--- config.mk ---
export PLATFORM = sky130hd
export DESIGN_NAME = serial_adder
export DESIGN_NICKNAME = d
export VERILOG_FILES = /design/src/rtl/serial_adder.sv
export SDC_FILE = /design/constraint.sdc
export NUM_CORES = 1
export LEC_CHECK = 0
export CAP_MARGIN = 0
export CORE_MARGIN = 5
export CORE_UTILIZATION = 40
export CTS_CLUSTER_SIZE = 10
export DETAILED_ROUTE_END_ITERATION = 8
export DONT_BUFFER_PORTS = 1
export SLEW_MARGIN = 10
export SYNTH_ARGS = -nofsm -noshare
export SYNTH_HDL_FRONTEND = slang
export SYNTH_SLANG_ARGS = --single-unit
--- constraint.sdc ---
create_clock -name clk -period 2.7 [get_ports clk]
set_input_delay 0.54 -clock clk [delete_from_list [all_inputs] [get_ports clk]]
set_output_delay 0.54 -clock clk [all_outputs]
set_load 0.03 [all_outputs]
--- src/rtl/serial_adder.sv ---
// serial_adder: bit-serial WIDTH-bit adder built around one full-adder cell.
// Operands are accepted on an in_valid/in_ready handshake. They are then
// shifted LSB-first through the cell, which has a registered carry. The result
// is offered on an out_valid/out_ready handshake.
// Optional feature: define SERIAL_ADDER_SUB_EN to add a 'sub' input that turns
// the operation into a - b (two's complement; cout=1 means no borrow).
module serial_adder #(
  parameter int WIDTH = 8
) (
  input  logic             clk,
  input  logic             rst,
  input  logic             in_valid,
  output logic             in_ready,
  input  logic [WIDTH-1:0] a,
  input  logic [WIDTH-1:0] b,
  input  logic             cin,
`ifdef SERIAL_ADDER_SUB_EN
  input  logic             sub,
`endif
  output logic             out_valid,
  input  logic             out_ready,
  output logic [WIDTH-1:0] sum,
  output logic             cout
);

  localparam int CW = $clog2(WIDTH);

  typedef enum logic [1:0] {
    IDLE  = 2'd0,
    SHIFT = 2'd1,
    DONE  = 2'd2
  } state_e;

  state_e           state_q, state_d;
  logic [WIDTH-1:0] a_sh_q, a_sh_d;
  logic [WIDTH-1:0] b_sh_q, b_sh_d;
  logic [WIDTH-1:0] sum_sh_q, sum_sh_d;   // partial sum being assembled
  logic [WIDTH-1:0] sum_q, sum_d;         // last completed result, held
  logic             c_q, c_d;
  logic             cout_q, cout_d;
  logic [CW-1:0]    cnt_q, cnt_d;

  // Operand values captured at accept (b inverted and carry forced for subtract)
  logic [WIDTH-1:0] b_load;
  logic             c_load;

`ifdef SERIAL_ADDER_SUB_EN
  assign b_load = sub ? ~b : b;
  assign c_load = sub ? 1'b1 : cin;
`else
  assign b_load = b;
  assign c_load = cin;
`endif

  // One full-adder slice working on the current LSBs
  logic bit_s;
  logic bit_c;
  assign bit_s = a_sh_q[0] ^ b_sh_q[0] ^ c_q;
  assign bit_c = (a_sh_q[0] & b_sh_q[0]) | ((a_sh_q[0] ^ b_sh_q[0]) & c_q);

  assign in_ready  = (state_q == IDLE);
  assign out_valid = (state_q == DONE);
  assign sum       = sum_q;
  assign cout      = cout_q;

  // Next-state and datapath update; result registers only move at completion
  always_comb begin
    // NOTE: every signal gets a default here first so no path leaves it unassigned and infers a latch.
    state_d  = state_q;
    a_sh_d   = a_sh_q;
    b_sh_d   = b_sh_q;
    sum_sh_d = sum_sh_q;
    sum_d    = sum_q;
    c_d      = c_q;
    cout_d   = cout_q;
    cnt_d    = cnt_q;
    unique case (state_q)
      IDLE: begin
        if (in_valid) begin
          a_sh_d  = a;
          b_sh_d  = b_load;
          c_d     = c_load;
          cnt_d   = '0;
          state_d = SHIFT;
        end
      end
      SHIFT: begin
        a_sh_d   = {1'b0, a_sh_q[WIDTH-1:1]};
        b_sh_d   = {1'b0, b_sh_q[WIDTH-1:1]};
        sum_sh_d = {bit_s, sum_sh_q[WIDTH-1:1]};
        c_d      = bit_c;
        cnt_d    = cnt_q + CW'(1);
        if (cnt_q == CW'(WIDTH - 1)) begin
          sum_d   = {bit_s, sum_sh_q[WIDTH-1:1]};
          cout_d  = bit_c;
          state_d = DONE;
        end
      end
      DONE: begin
        if (out_ready) state_d = IDLE;
      end
      default: state_d = IDLE;
    endcase
  end

  // State and datapath registers with synchronous reset
  always_ff @(posedge clk) begin
    // NOTE: all state, including the datapath shift registers, is reset so an aborted operation leaves nothing behind.
    if (rst) begin
      state_q  <= IDLE;
      a_sh_q   <= '0;
      b_sh_q   <= '0;
      sum_sh_q <= '0;
      sum_q    <= '0;
      c_q      <= 1'b0;
      cout_q   <= 1'b0;
      cnt_q    <= '0;
    end else begin
      // NOTE: non-blocking assignments so every register samples pre-edge values.
      state_q  <= state_d;
      a_sh_q   <= a_sh_d;
      b_sh_q   <= b_sh_d;
      sum_sh_q <= sum_sh_d;
      sum_q    <= sum_d;
      c_q      <= c_d;
      cout_q   <= cout_d;
      cnt_q    <= cnt_d;
    end
  end

endmodule

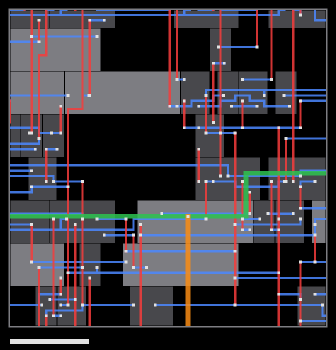
Figure 1: layout detail.
The bar under the picture is 5 um long. Window x 26 to 46, y 41 to 61 um. Cells in grey, sequential cells in the stronger grey; small squares are vias.
Key: orange = M4; green = M3; blue = M1; red = M2
Sequential cells in the window: 4. Most frequent: inv_1 (7), a21oi_1 (7), dfxtp_1 (4). 23 logic cells have their middle in the window. Netlist names of flops here include a_sh_q (2), b_sh_q (2).

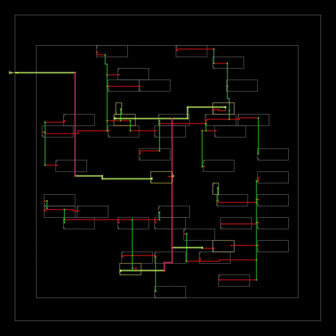
Figure 2: clock wiring as the flow saved it.
clk pwr: 361 uW
clk_lat worst skew: 0.29 ns

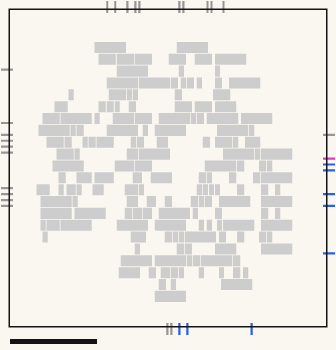
Figure 3: ports around the boundary.
The bar under the picture is 20 um long. Pins as bars across the die edge, other pins in grey.
Key: magenta = cout [pins 1, direction output, edge right]; blue = sum [pins 8, direction output, edge 5 right, 3 bottom]
All pins by edge: 10 top, 10 left, 7 right, 5 bottom.
Die Span X: 72.5 um
port bufs: 0
Die Height: 72.5 um

==> results.cfg <==
; implementation run metrics
[hold_path]
hold_depth = 1
hold_end = sum_sh_q[2]$_SDFFE_PP0P_
min_from = rst

[final_timing]
setup-violations-final = 0
finalHoldViolations = 0
tightest_slew_ns = 0.677
whs_ns = 0.323
slew_headroom = 0.548
finClkSkew_ns = 0.00311

[layout]
antenna_cells = 0
num-nonclk-inverters = 16
mostFrequentLayoutCells = dfxtp_1 (38), a21oi_1 (30), nand2_1 (22), inv_1 (16), o221a_2 (15)
fin_util = 0.436
final_area_mm2 = 0.00162
largest_class = flip-flops and latches
buf_share = 0.00464
mostFrequentLayoutCell = dfxtp_1

[floorplanning]
initial_core_util = 0.421

[detailed_routing]
wl_mm = 3.11
ant_nets = 0
drtIter0Drc = 77

[placed_design]
placement.cell_area_mm2 = 0.00154
dp_hpwl_mm = 2.19
dp_slack_ns = 1.04

[grt]
grt_pass1_wl_mm = 5.38
overflow = 0

[critical_path]
r2r_end = sum[5]$_SDFFE_PP0P_
cpPeakStageDelay_ns = 0.60
worstRegToRegCells = 4
crit_path_top_delay_cell = nor2b_1
setup.worst_path.end = out_valid

[power]
seq_power_share = 0.574
powerDensity_mw_per_mm2 = 652
switchingPower_uw = 249

[yosys]
netlist.area_leader.share = 0.487
yosysWarnings = 0
yosysUniqueCellTypes = 25
largest_area_cell = dfxtp_1
yosys-top-cells-count = dfxtp_1 (38), a21oi_1 (30), nand2_1 (22), inv_1 (16), o221a_2 (15)
synth_nets = 193

[clocking]
cts_made_buffers = 5
cts_resized = 0
cts_tree = done

[outcome]
status = finished clean

[job]
warnings = 26
[registers in the layout, summed over array words and instances, names as in the netlist]
name,flops
a_sh_q,8
b_sh_q,8
cout,1
c_q,1
cnt_q,3
state_q,2
sum,8
sum_sh_q,7
[power by group through the flow]
stage          combinational [uW]  sequential [uW]  clock, uW
2_1_floorplan                94.2              612          0
3_3_place_gp                 85.6              617          0
3_5_place_dp                 88.5              619          0
4_1_cts                      89.1              606        369
5_1_grt                       102              610        395
6_report                     88.3              606        361
[layer usage]
metal	wire [um]	global-route usage	part of all wire
met5	0	0	0
met4	62	0.0635	0.020
met3	225	0.0582	0.072
met2	1430	0.212	0.46
met1	1390	0.149	0.45
No activity file was given, so power comes from the tool's default toggle rates.
